**Run 1: signal wires on met3**

The bar under the picture is 20 um long.
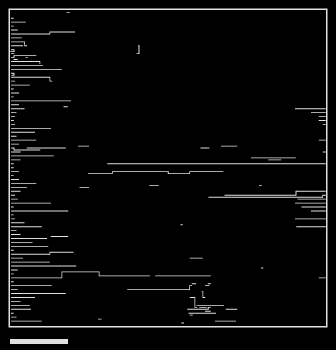
**Run 1: metal 1**

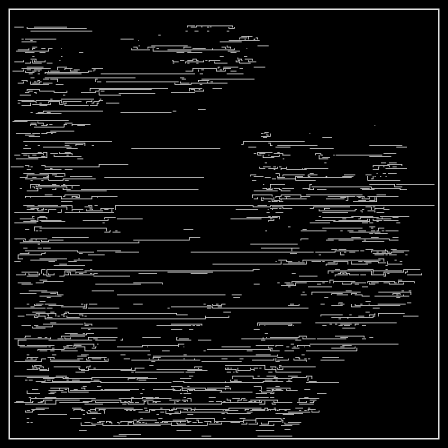
**Run 1: met2 routing**

The bar under the picture is 20 um long.
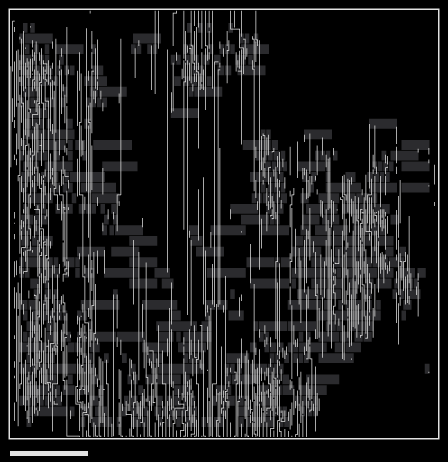
**config.mk**
```make
export PLATFORM = sky130hd
export DESIGN_NAME = cache_update_arb
export DESIGN_NICKNAME = d
export VERILOG_FILES = /design/src/rtl/cache_pkg.sv /design/src/rtl/cache_rr_pick.sv /design/src/rtl/cache_update_arb.sv
export SDC_FILE = /design/constraint.sdc
export NUM_CORES = 1
export LEC_CHECK = 0
export ABC_AREA = 1
export CORE_MARGIN = 2
export CORE_UTILIZATION = 30
export CTS_BUF_LIST = sky130_fd_sc_hd__clkbuf_16
export DETAILED_ROUTE_END_ITERATION = 12
export DONT_BUFFER_PORTS = 1
export SYNTH_ARGS = -nofsm -noshare
export SYNTH_HDL_FRONTEND = slang
export SYNTH_HIERARCHICAL = 1
export SYNTH_SLANG_ARGS = --single-unit
```
**constraint.sdc**
```tcl
create_clock -name clk_2x -period 2.15 [get_ports clk_2x]
set_input_delay 0.43 -clock clk_2x [delete_from_list [all_inputs] [get_ports clk_2x]]
set_output_delay 0.43 -clock clk_2x [all_outputs]
set_load 0.005 [all_outputs]
```
**src/rtl/cache_pkg.sv**
```systemverilog
// Shared types for the cache update arbiter: default LBA width, arbiter FSM states
// and the gap counter width helper.
package cache_pkg;

    localparam int LBA_W_DEF = 32;

    typedef enum logic [1:0] {
        IDLE  = 2'd0,
        ISSUE = 2'd1,
        GAP   = 2'd2
    } arb_state_e;

    // A gap of zero still needs a one-bit counter so the register is never zero width.
    function automatic int cnt_width(input int gap);
        int w;
        w = $clog2(gap + 1);
        return (w < 1) ? 1 : w;
    endfunction

endpackage

```
**src/rtl/cache_rr_pick.sv**
```systemverilog
// Combinational round-robin picker: returns the first set request scanning upward
// from ptr+1 with wrap-around, as a one-hot grant, a binary index and an any flag.
module cache_rr_pick #(
    parameter int NUM_REQ = 4,
    parameter int PTR_W   = 2
) (
    input  logic [NUM_REQ-1:0] req,
    input  logic [PTR_W-1:0]   ptr,
    output logic [NUM_REQ-1:0] grant,
    output logic [PTR_W-1:0]   index,
    output logic               any
);

    logic [PTR_W-1:0] idx;

    always_comb begin
        grant = '0;
        index = '0;
        any   = 1'b0;
        idx   = '0;
        for (int off = 1; off <= NUM_REQ; off++) begin
            idx = PTR_W'((int'(ptr) + off) % NUM_REQ);
            if (!any && req[idx]) begin
                any        = 1'b1;
                index      = idx;
                grant[idx] = 1'b1;
            end
        end
    end

endmodule

```
**src/rtl/cache_update_arb.sv**
```systemverilog
// Round-robin arbiter feeding the single cache_top update port, with a forced idle gap
// after each update. Optional duplicate-LBA filter: define CACHE_ARB_DUP_FILTER_EN.
module cache_update_arb
    import cache_pkg::*;
#(
    parameter int NUM_REQ    = 4,
    parameter int LBA_W      = LBA_W_DEF,
    parameter int GAP_CYCLES = 8
) (
    input  logic                     clk_2x,
    input  logic                     rst_2x,
    input  logic [NUM_REQ-1:0]       req_valid,
    input  logic [NUM_REQ*LBA_W-1:0] req_lba,
    output logic [NUM_REQ-1:0]       req_ack,
    output logic                     out_update_cache_2x,
    output logic [LBA_W-1:0]         out_LBA,
    output logic                     busy,
    output logic                     dup_drop
);

    localparam int PTR_W = $clog2(NUM_REQ);
    localparam int CNT_W = cnt_width(GAP_CYCLES);

    arb_state_e         state, state_n;
    logic [CNT_W-1:0]   cnt, cnt_n;
    logic [PTR_W-1:0]   ptr, ptr_n, pick_idx;
    logic [NUM_REQ-1:0] pick_grant, ack_n;
    logic               pick_any, strobe_n, dup_hit;
    logic [LBA_W-1:0]   lba_n, pick_lba;
    logic [LBA_W-1:0]   lba_arr [NUM_REQ];

    for (genvar i = 0; i < NUM_REQ; i++) begin : g_lba
        assign lba_arr[i] = req_lba[i*LBA_W +: LBA_W];
    end

    assign pick_lba = lba_arr[pick_idx];

    cache_rr_pick #(
        .NUM_REQ (NUM_REQ),
        .PTR_W   (PTR_W)
    ) u_pick (
        .req   (req_valid),
        .ptr   (ptr),
        .grant (pick_grant),
        .index (pick_idx),
        .any   (pick_any)
    );

    // Requests arriving during ISSUE or GAP are not queued; they are simply re-seen in IDLE.
    always_comb begin
        state_n  = state;
        cnt_n    = cnt;
        ptr_n    = ptr;
        ack_n    = '0;
        strobe_n = 1'b0;
        lba_n    = out_LBA;
        case (state)
            IDLE: begin
                if (pick_any) begin
                    state_n = ISSUE;
                    ptr_n   = pick_idx;
                    ack_n   = pick_grant;
                    if (!dup_hit) begin
                        strobe_n = 1'b1;
                        lba_n    = pick_lba;
                    end
                end
            end
            ISSUE: begin
                if (dup_drop || GAP_CYCLES == 0) begin
                    state_n = IDLE;
                end else begin
                    state_n = GAP;
                    cnt_n   = CNT_W'(GAP_CYCLES - 1);
                end
            end
            GAP: begin
                if (cnt == '0) begin
                    state_n = IDLE;
                end else begin
                    cnt_n = cnt - CNT_W'(1);
                end
            end
            default: state_n = IDLE;
        endcase
    end

    always_ff @(posedge clk_2x) begin
        if (rst_2x) begin
            state               <= IDLE;
            cnt                 <= '0;
            ptr                 <= PTR_W'(NUM_REQ - 1);
            req_ack             <= '0;
            out_update_cache_2x <= 1'b0;
            out_LBA             <= '0;
            busy                <= 1'b0;
        end else begin
            state               <= state_n;
            cnt                 <= cnt_n;
            ptr                 <= ptr_n;
            req_ack             <= ack_n;
            out_update_cache_2x <= strobe_n;
            out_LBA             <= lba_n;
            busy                <= (state_n != IDLE);
        end
    end

`ifdef CACHE_ARB_DUP_FILTER_EN
    logic [LBA_W-1:0] last_lba;
    logic             last_vld;
    logic             dup_q;

    assign dup_hit  = last_vld && (pick_lba == last_lba);
    assign dup_drop = dup_q;

    // last_lba tracks only LBAs actually sent to cache_top, never filtered ones.
    always_ff @(posedge clk_2x) begin
        if (rst_2x) begin
            last_lba <= '0;
            last_vld <= 1'b0;
            dup_q    <= 1'b0;
        end else begin
            dup_q <= (state == IDLE) && pick_any && dup_hit;
            if (strobe_n) begin
                last_lba <= lba_n;
                last_vld <= 1'b1;
            end
        end
    end
`else
    assign dup_hit  = 1'b0;
    assign dup_drop = 1'b0;
`endif

endmodule

```
==> reports/metrics.yaml, run 1 <==
logic_synthesis:
  simple_gate_area_share_pct: 40.31
  netlist_area_sq_um: 3324
  ys_top_cells_by_area: "dfxtp_1 28%, nor2_1 21%, nand2_1 8.1%"
  yosys.area.top_type_share_pct: 27.70
  netlist_instances: 562
  ys_warn_count: 6
  largest_area_cell: "dfxtp_1"
  ys_types: 28
  synth.avg_cell_area_sq_um: 5.915
  yosys_area_sq_um: 3324
  synthMuxAreaShare_pct: 0
  ys_sh_xor_pct: 0
  aoi_share_pct: 13.89
  ys.flops: 46
  top_logic_kind: "simple AND/OR/NAND/NOR gates"
  syn_nets: 705
  postSynthSeqShare_pct: 27.70
  yosys.area_share.adder_pct: 3.387
  ys_cells: 562
clock_tree:
  cts_buffer_depth: 2
  hold_buffers: 0
  h-tree-depth: 2
  numCtsBuffers: 5
  clk_pin_slew_worst_paths_ns: 0.06
  clock_sinks: 46
  cts_tree: "yes"
  cts-root-buf: "clkbuf_16"
  clkLatencyLatePin_ns: 0.29
power_and_ir_drop:
  p_int_mw: 5.098
  p_clk_share_pct: 7.3
  peakVddDrop_mv: 0.9797
  p_switching_mw: 4.931
  p_seq_share_pct: 14.6
  p_leak_nw: 2.087
  p_per_area_nw_per_um2: 2357
  swShare_pct: 49.17
  p_comb_share_pct: 78.0
global_routing:
  grt_overflow_total: 0
  grt_max_degree: 43
  antenna_found_initial: 0
  grt_use_met1_pct: 19.12
  grt_usage_pct: 18.00
  grt_pass1_wl_um: 16630
  grt_pass1_vias: 3531
  use_met2_pct: 33.23
critical_path:
  crit_type: "reg2reg"
  cp.required_ns: 2.34
  crit_arrival_ns: 2.34
  crit_fanout: 8
  cp-start-kind: "register"
  endpoint_kind: "register"
finish:
  drive_gt1_share_pct: 20.55
  final_util_pct: 39.25
  lay_top_count: "nor2_1"
  nFillCells: 1135
  diodes: 0
  syn_to_final_growth_pct: 28.00
  nNetsFinal: 722
  final_cell_mix: "173 x nor2_1, 63 x inv_1, 62 x nand2_1"
outcome:
  status: "completed"
flow_run:
  cap_violations: 0
  tool_warnings: 34
sta:
  slew_viol_final: 0
  finalCriticalPeriod_ns: 2.149
  period_used_pct: 99.94
  setup_viol: 0
  skew_ns: 0.004733
  fmaxAchievable_ghz: 0.4654
  finalHoldViolCount: 0
  worst_slack_ns: 0.001238
  grt_setup_unrepaired: "yes"
die:
  coreArea_sq_um: 10840
  ios: 173
  die_area_sq_um: 11940
  num_rows: 38
  fp_util_pct: 30.67
  die_x_um: 109.3
min_path:
  hold_path.class: "in2reg"
placement:
  pre_cts_ws_ns: -0.1336
  place.gp.congestion: 0.8466
  io_buffers: 0
  dp.final_hpwl_um: 7820
routing:
  drtAntennaViolNets: 0
  drt-wirelength-per-cell_um: 16.41
  drt-initial-drc-count: 143
  routed_via_density: 5.014
  vias: 3605
  totalWireLength_um: 11800
  drc_errors: 0
  dr.pass1.iters: 4
About 'signal wires on met3':
The wires run mostly horizontal. The layer carries 968 um of wire. 116 nets have wire on it.

About 'metal 1':
The longest straight run is 43.0 um. 638 nets have wire on it.

About 'met2 routing':
The layer holds 52% of the routed length. The layer carries 6110 um of wire.

==> run 1: timing repair <==
item | CTS | global route
buffers inserted | 7 | 3
cloned | 1 | 7
setup endpoints to repair | 7 | 32
pin swaps | 9 | 19
resized | 15 | 95
==> run 1: metal layers <==
metal,share of wire (%),routed length (um),vias up
met2,52,6111,147
met1,38,4489,1633
met5,0,0,-
li1,-,-,1800
met3,8.2,967,25
met4,1.9,227,0
==> run 1: state kept, by name (all words and copies together), names as in the netlist <==
register,flops
req_ack,4
busy,1
out_update_cache_2x,1
state,2
cnt,4
ptr,2
out_LBA,32
==> run 1: Yosys cell counts <==
library cell / instances
a31oi_1: 2
inv_4: 2
dfxtp_1: 46
inv_1: 63
clkbuf_2: 4
o21ai_1: 13
nor2_8: 1
inv_2: 6
nor2_2: 2
nand2_2: 5
ha_1: 9
o211ai_1: 14
nand3_2: 2
buf_6: 9
nand2_4: 1
a21boi_0: 4
nand3_1: 50
buf_2: 11
conb_1: 1
a21oi_1: 7
nand2_1: 72
a21oi_2: 1
buf_4: 3
nor2_1: 183
buf_1: 1
clkbuf_1: 3
o21ai_0: 41
nand4_1: 6
==> run 1: through the flow <==
step / cell area, sq um / total power [mW] / setup TNS [ns] / cells / hold WS [ns]
6_report: 4255 / 10.03 / 0 / 719 / 0.2179
5_1_grt: 4255 / 10.93 / -0.7805 / 719 / 0.2095
4_1_cts: 3841 / 8.476 / 0 / 709 / 0.2023
3_5_place_dp: 3571 / 7.209 / -0.3305 / 694 / 0.4818
3_3_place_gp: 3571 / 7.067 / -0.08716 / 694 / 0.4741
2_1_floorplan: 3329 / 5.626 / 0 / 562 / 0.4540
==> run 1: final timing paths <==
path,start,end,slack (ns),cells after the start
min reg2reg,cnt[0],cnt[0],0.50,2
max,ptr[0],out_LBA[12],0.001,15
min,rst_2x,cnt[3],0.22,1
max reg2reg,ptr[0],out_LBA[12],0.001,15
==> run 1: power groups by stage <==
stage	clock (mW)	combinational, mW	sequential [mW]
floorplan	0	4.21	1.41
global placement	0	5.59	1.48
global route	0.793	8.63	1.51
detailed placement	0	5.72	1.49
CTS	0.765	6.24	1.47
finish	0.735	7.83	1.47
==> run 1: worst max-delay path: stages (launching register included) <==
cell and delay (ns):
dfxtp_4 0.37, inv_4 0.04, ha_4 0.29, inv_4 0.05
nand2_4 0.06, nand2_4 0.06, inv_2 0.07, nand2_2 0.07
nor2_4 0.12, a21oi_4 0.05, buf_12 0.16, clkbuf_16 0.17
o211ai_1 0.26, nand3_1 0.16, nand2_1 0.08, inv_1 0.03
==> run 1: final cells by class <==
cell class | count | area, sq um | share of cell area (%)
sequential | 46 | 925.9 | 21.76
multi-input combinational | 414 | 2160 | 50.75
inverter | 71 | 286.5 | 6.733
timing repair buffer | 41 | 575.6 | 13.53
tap | 140 | 175.2 | 4.116
clock buffer | 5 | 125.1 | 2.940
clock inverter | 2 | 7.507 | 0.1764
## Run 2: what changed since run 1
--- a/config.mk
+++ b/config.mk
@@ -7,10 +7,11 @@
 export LEC_CHECK = 0
 export ABC_AREA = 1
 export CORE_MARGIN = 2
-export CORE_UTILIZATION = 30
+export CORE_UTILIZATION = 55
 export CTS_BUF_LIST = sky130_fd_sc_hd__clkbuf_16
 export DETAILED_ROUTE_END_ITERATION = 12
 export DONT_BUFFER_PORTS = 1
+export PLACE_DENSITY = 0.73
 export SYNTH_ARGS = -nofsm -noshare
 export SYNTH_HDL_FRONTEND = slang
 export SYNTH_HIERARCHICAL = 1
==> constraint.sdc (replaced) <==
create_clock -name clk_2x -period 2.15 [get_ports clk_2x]
set_input_delay 0.5375 -clock clk_2x [delete_from_list [all_inputs] [get_ports clk_2x]]
set_output_delay 0.5375 -clock clk_2x [all_outputs]
set_load 0.005 [all_outputs]
**Run 2: metal 1**

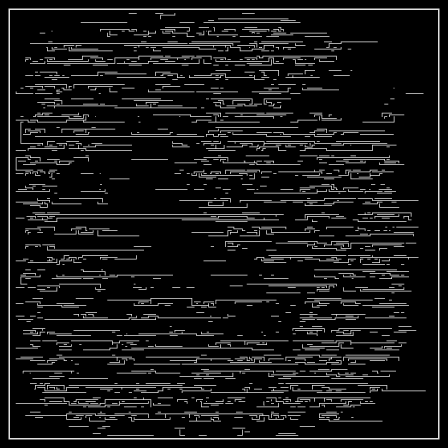
The longest straight run is 47.4 um. The wires run mostly horizontal. The layer holds 40% of the routed length. 642 nets have wire on it. The layer carries 3960 um of wire.

==> reports/metrics.yaml, run 2 <==
placement:
  place_inst: 625
  io_buffers: 0
  place.gp.congestion: 0.8640
sta:
  worst_slack_ns: -0.04786
  finalHoldViolCount: 0
  skew_ns: 0.004244
  setup_viol: 1
  period_used_pct: 102.2
  fmaxAchievable_ghz: 0.4550
  finalCriticalPeriod_ns: 2.198
min_path:
  hold_path.class: "in2reg"
  hold_depth: 1
global_routing:
  antenna_found_initial: 0
  grt_max_degree: 41
  grt_pass1_vias: 2867
  grt_overflow_total: 0
routing:
  drtAntennaViolNets: 0
  routed_via_density: 5.631
  dr.pass1.iters: 6
  drt-wirelength-per-cell_um: 15.16
  totalWireLength_um: 9930
  drc_errors: 0
  drt-initial-drc-count: 206
critical_path:
  r2r_slack_ns: -0.05
  cp.required_ns: 2.38
  crit_fanout: 18
  slowest_stage: "dfxtp_4"
  endpoint_kind: "register"
  cp-start-kind: "register"
  crit_type: "reg2reg"
  crit_arrival_ns: 2.43
  reg2reg_depth: 15
finish:
  instances_no_fill: 655
  nNetsFinal: 722
  largest_register: "out_LBA"
  final_util_pct: 67.16
  final_cell_mix: "179 x nor2_1, 65 x nand2_1, 61 x inv_1"
  largest_reg_flops: 32
  diodes: 0
  lay_top_count: "nor2_1"
  nFillCells: 503
  largest_registers: "out_LBA: 32 flops, cnt: 4 flops, req_ack: 4 flops"
clock_tree:
  h-tree-depth: 2
  numCtsBuffers: 5
  clk_pin_slew_worst_paths_ns: 0.06
  cts_tree: "yes"
  clkLatencyLatePin_ns: 0.28
die:
  fp_util_pct: 56.48
  num_rows: 28
  ios: 173
  coreArea_sq_um: 5886
  die_area_sq_um: 6682
logic_synthesis:
  flop_cell: "dfxtp_1"
  top_cells_by_count: "183 x nor2_1, 72 x nand2_1, 63 x inv_1"
  ys_warn_count: 6
  ys_cells: 562
  ys.flops: 46
  syn_nets: 705
  yosys.area.top_type_share_pct: 27.70
  netlist_instances: 562
  largest_area_cell: "dfxtp_1"
  netlist_area_sq_um: 3324
  ys_top_cells_by_area: "dfxtp_1 28%, nor2_1 21%, nand2_1 8.1%"
flow_run:
  cap_violations: 0
outcome:
  violations: "negative setup slack"
  status: "finished, violations left"
power_and_ir_drop:
  p_per_area_nw_per_um2: 2237
run 2: layout make-up:
type | count | area [sq um] | share of cell area (%)
Clock buffer | 5 | 125.1 | 3.166
Clock inverter | 3 | 18.77 | 0.4748
Inverter | 71 | 279.0 | 7.059
Multi-Input combinational cell | 414 | 2023 | 51.19
Sequential cell | 46 | 925.9 | 23.43
Tap cell | 75 | 93.84 | 2.374
Timing Repair Buffer | 41 | 486.7 | 12.31
run 2: layer usage:
layer / vias up / routed length, um
met5: - / 0
met4: 0 / 210
met3: 27 / 839
met2: 183 / 4916
met1: 1679 / 3964
li1: 1799 / -
run 2: metrics by stage:
stage / setup slack, ns / TNS (ns) / instance area [sq um] / hold slack (ns) / power [mW]
floorplan: 0.006935 / 0 / 3329 / 0.4540 / 5.626
global placement: 0.06095 / 0 / 3435 / 0.4715 / 6.580
detailed placement: 0.007370 / 0 / 3435 / 0.4835 / 6.704
CTS: 0.02268 / 0 / 3582 / 0.3138 / 7.491
global route: -0.1341 / -1.442 / 3953 / 0.3172 / 9.613
finish: -0.04786 / -0.04786 / 3953 / 0.3221 / 8.841
run 2: power by group:
group	switching [mW]	leakage, nW	total [mW]	internal, mW
logic	3.75	1.57	6.63	2.88
registers	0.259	0.382	1.46	1.20
clock network	0.322	0.0740	0.753	0.430
total	4.33	2.02	8.84	4.51
run 2: cell families after synthesis:
family | Yosys count | share of synthesized area [%]
other cells | 1 | 0.1128
fa+ha+maj | 9 | 3.387
simple gates | 322 | 40.31
buf+inv | 102 | 14.60
compound gates | 82 | 13.89
flops | 46 | 27.70
run 2: worst max-delay path, delay by kind of cell (launching register included):
kind | cells | cell delay, ns
flops | 1 | 0.36
buf+inv | 5 | 0.60
compound gates | 2 | 0.40
simple gates | 8 | 0.77
run 2: timing repair:
action | in CTS | in global routing
pin swaps | 0 | 11
endpoints found under the setup margin | 3 | 32
gates resized | 1 | 51
setup buffers | 0 | 17
hold endpoints to repair | 0 | 0
hold buffers | 0 | 0
cloned | 0 | 5
run 2: final timing paths:
kind | startpoint | endpoint
hold / removal | rst_2x | state[1]
setup / recovery | ptr[0] | out_LBA[9]
hold reg to reg | cnt[0] | cnt[0]
setup reg to reg | ptr[0] | out_LBA[9]
## Run 3: what changed since run 2
--- a/config.mk
+++ b/config.mk
@@ -6,12 +6,12 @@
 export NUM_CORES = 1
 export LEC_CHECK = 0
 export ABC_AREA = 1
-export CORE_MARGIN = 2
-export CORE_UTILIZATION = 55
+export CORE_ASPECT_RATIO = 1.2
+export CORE_MARGIN = 1
+export CORE_UTILIZATION = 36
 export CTS_BUF_LIST = sky130_fd_sc_hd__clkbuf_16
 export DETAILED_ROUTE_END_ITERATION = 12
-export DONT_BUFFER_PORTS = 1
-export PLACE_DENSITY = 0.73
+export PLACE_DENSITY = 0.77
 export SYNTH_ARGS = -nofsm -noshare
 export SYNTH_HDL_FRONTEND = slang
 export SYNTH_HIERARCHICAL = 1
**Run 3: metal 4**

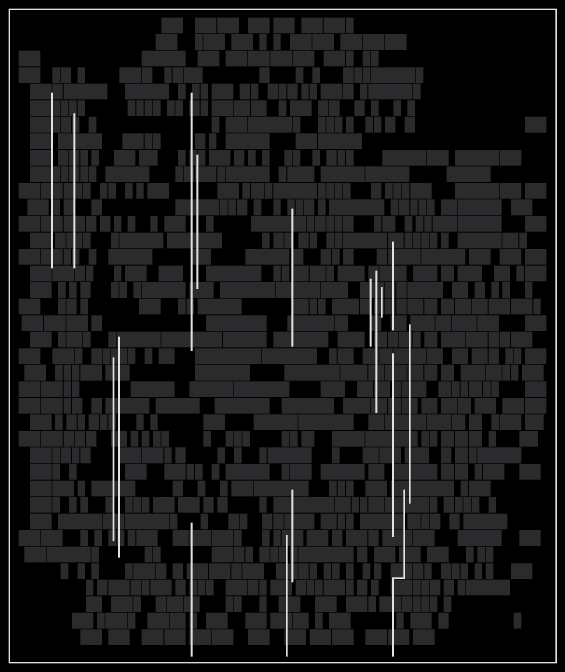
The wires run mostly vertical. The layer holds 3.1% of the routed length. The layer carries 404 um of wire. The longest straight run is 42.2 um.

==> reports/metrics.yaml, run 3 <==
outcome:
  status: "finished, violations left"
  violations: "negative setup slack"
routing:
  dr.pass1.iters: 4
  drtAntennaViolNets: 0
  drt-initial-drc-count: 199
  drt-wirelength-per-cell_um: 14.77
  drc_errors: 0
sta:
  fmaxAchievable_ghz: 0.4540
  setup_viol: 1
  worst_slack_ns: -0.05256
  fin_hold_ws_ns: 0.5253
  slew_viol_final: 0
  fin_setup_tns_ns: -0.05256
  skew_ns: 0.004135
clock_tree:
  cts_tree: "yes"
  cts_buffer_depth: 2
  clock_sinks: 46
  h-tree-depth: 2
  clk_pin_slew_worst_paths_ns: 0.06
  clkLatencyLatePin_ns: 0.28
logic_synthesis:
  simple_gate_area_share_pct: 40.31
  yosysMostFrequentCell: "nor2_1"
  synth.avg_cell_area_sq_um: 5.915
  ys_types: 28
  syn_nets: 705
  ys_cells: 562
  flop_cell: "dfxtp_1"
  netlist_instances: 562
  ys_warn_count: 6
  ys_sh_xor_pct: 0
  yosys.area_share.adder_pct: 3.387
  ys.flops: 46
critical_path:
  endpoint_kind: "register"
  crit_fanout: 8
power_and_ir_drop:
  p_leak_nw: 2.832
  p_per_area_nw_per_um2: 1860
  swShare_pct: 45.32
  peakVddDrop_mv: 0.9467
die:
  fp_util_pct: 37.00
  die_x_um: 89.73
  die_area_sq_um: 9625
finish:
  nNetsFinal: 908
  lay_top_count: "nor2_1"
  diodes: 0
  final_area_sq_um: 6023
global_routing:
  grt_max_degree: 35
placement:
  dpl-instance-area_sq_um: 5313
  place.gp.congestion: 0.8582
  dp.final_hpwl_um: 8356
flow_run:
  tool_warnings: 34
min_path:
  hold_path.class: "reg2reg"
## run 3: cell counts after synthesis
Identical to the previous run, type by type.
## run 3: area by class of cell
type | count | area (sq um) | share of cell area (%)
Clock inverter | 3 | 40.04 | 0.6647
Sequential cell | 46 | 925.9 | 15.37
Timing Repair Buffer | 227 | 2459 | 40.82
Multi-Input combinational cell | 414 | 2039 | 33.86
Inverter | 71 | 284.0 | 4.715
Clock buffer | 5 | 125.1 | 2.077
Tap cell | 120 | 150.1 | 2.493
## run 3: per-layer routing
| layer | wire, um | vias up | GRT usage [%] |
|---|---|---|---|
| met4 | 403 | 0 | 10.07 |
| met1 | 5127 | 1988 | 25.65 |
| li1 | - | 2169 | - |
| met2 | 6817 | 180 | 45.33 |
| met5 | 0 | - | 0 |
| met3 | 737 | 35 | 5.367 |
## run 3: cell families (layout without fill, tap and decap cells)
logic type / count (synthesis) / in the layout
adder cells (fa/ha/maj): 9 / 9
AND/OR/NAND/NOR: 322 / 322
other: 1 / 1
buffers and inverters: 102 / 306
flip-flops: 46 / 46
AND-OR/OR-AND: 82 / 82
## run 3: power by group through the flow
stage | logic, mW | clock network [mW] | registers (mW)
finish | 8.96 | 0.864 | 1.38
global route | 9.70 | 0.909 | 1.41
global placement | 6.33 | 0 | 1.37
detailed placement | 6.50 | 0 | 1.38
CTS | 7.36 | 0.877 | 1.37
floorplan | 4.21 | 0 | 1.41
## run 3: worst min-delay path: cells and delay by family, from the launching register on
| family | cells | cell delay, ns |
|---|---|---|
| flip-flops | 1 | 0.33 |
| AND/OR/NAND/NOR | 2 | 0.15 |
## run 3: what timing repair did
action | CTS | global route
endpoints found under the hold margin | 0 | 0
pin swaps | 12 | 26
endpoints found under the setup margin | 32 | 32
gates cloned | 3 | 9
gates resized | 29 | 53
setup buffers | 4 | 8
## run 3: path summary, 6_finish.rpt
check,startpoint,endpoint,slack [ns],cells after the start
setup / recovery,ptr[0],out_LBA[14],-0.05,15
hold / removal,cnt[1],cnt[1],0.53,2
setup reg to reg,ptr[0],out_LBA[14],-0.05,15
hold reg to reg,cnt[1],cnt[1],0.53,2
## run 3: stage by stage
step | setup WS, ns | utilization (%) | std cells | power [mW]
after detailed placement | -0.5713 | 59.12 | 854 | 7.886
after CTS | 0.01122 | 62.98 | 869 | 9.610
after floorplan | 0.006935 | - | 562 | 5.626
final | -0.05256 | 67.03 | 886 | 11.20
after global routing | -0.1088 | 67.03 | 886 | 12.02
after global placement | -0.5127 | 59.12 | 854 | 7.699
Power figures rest on the tool's default switching activity, not on a simulated workload.
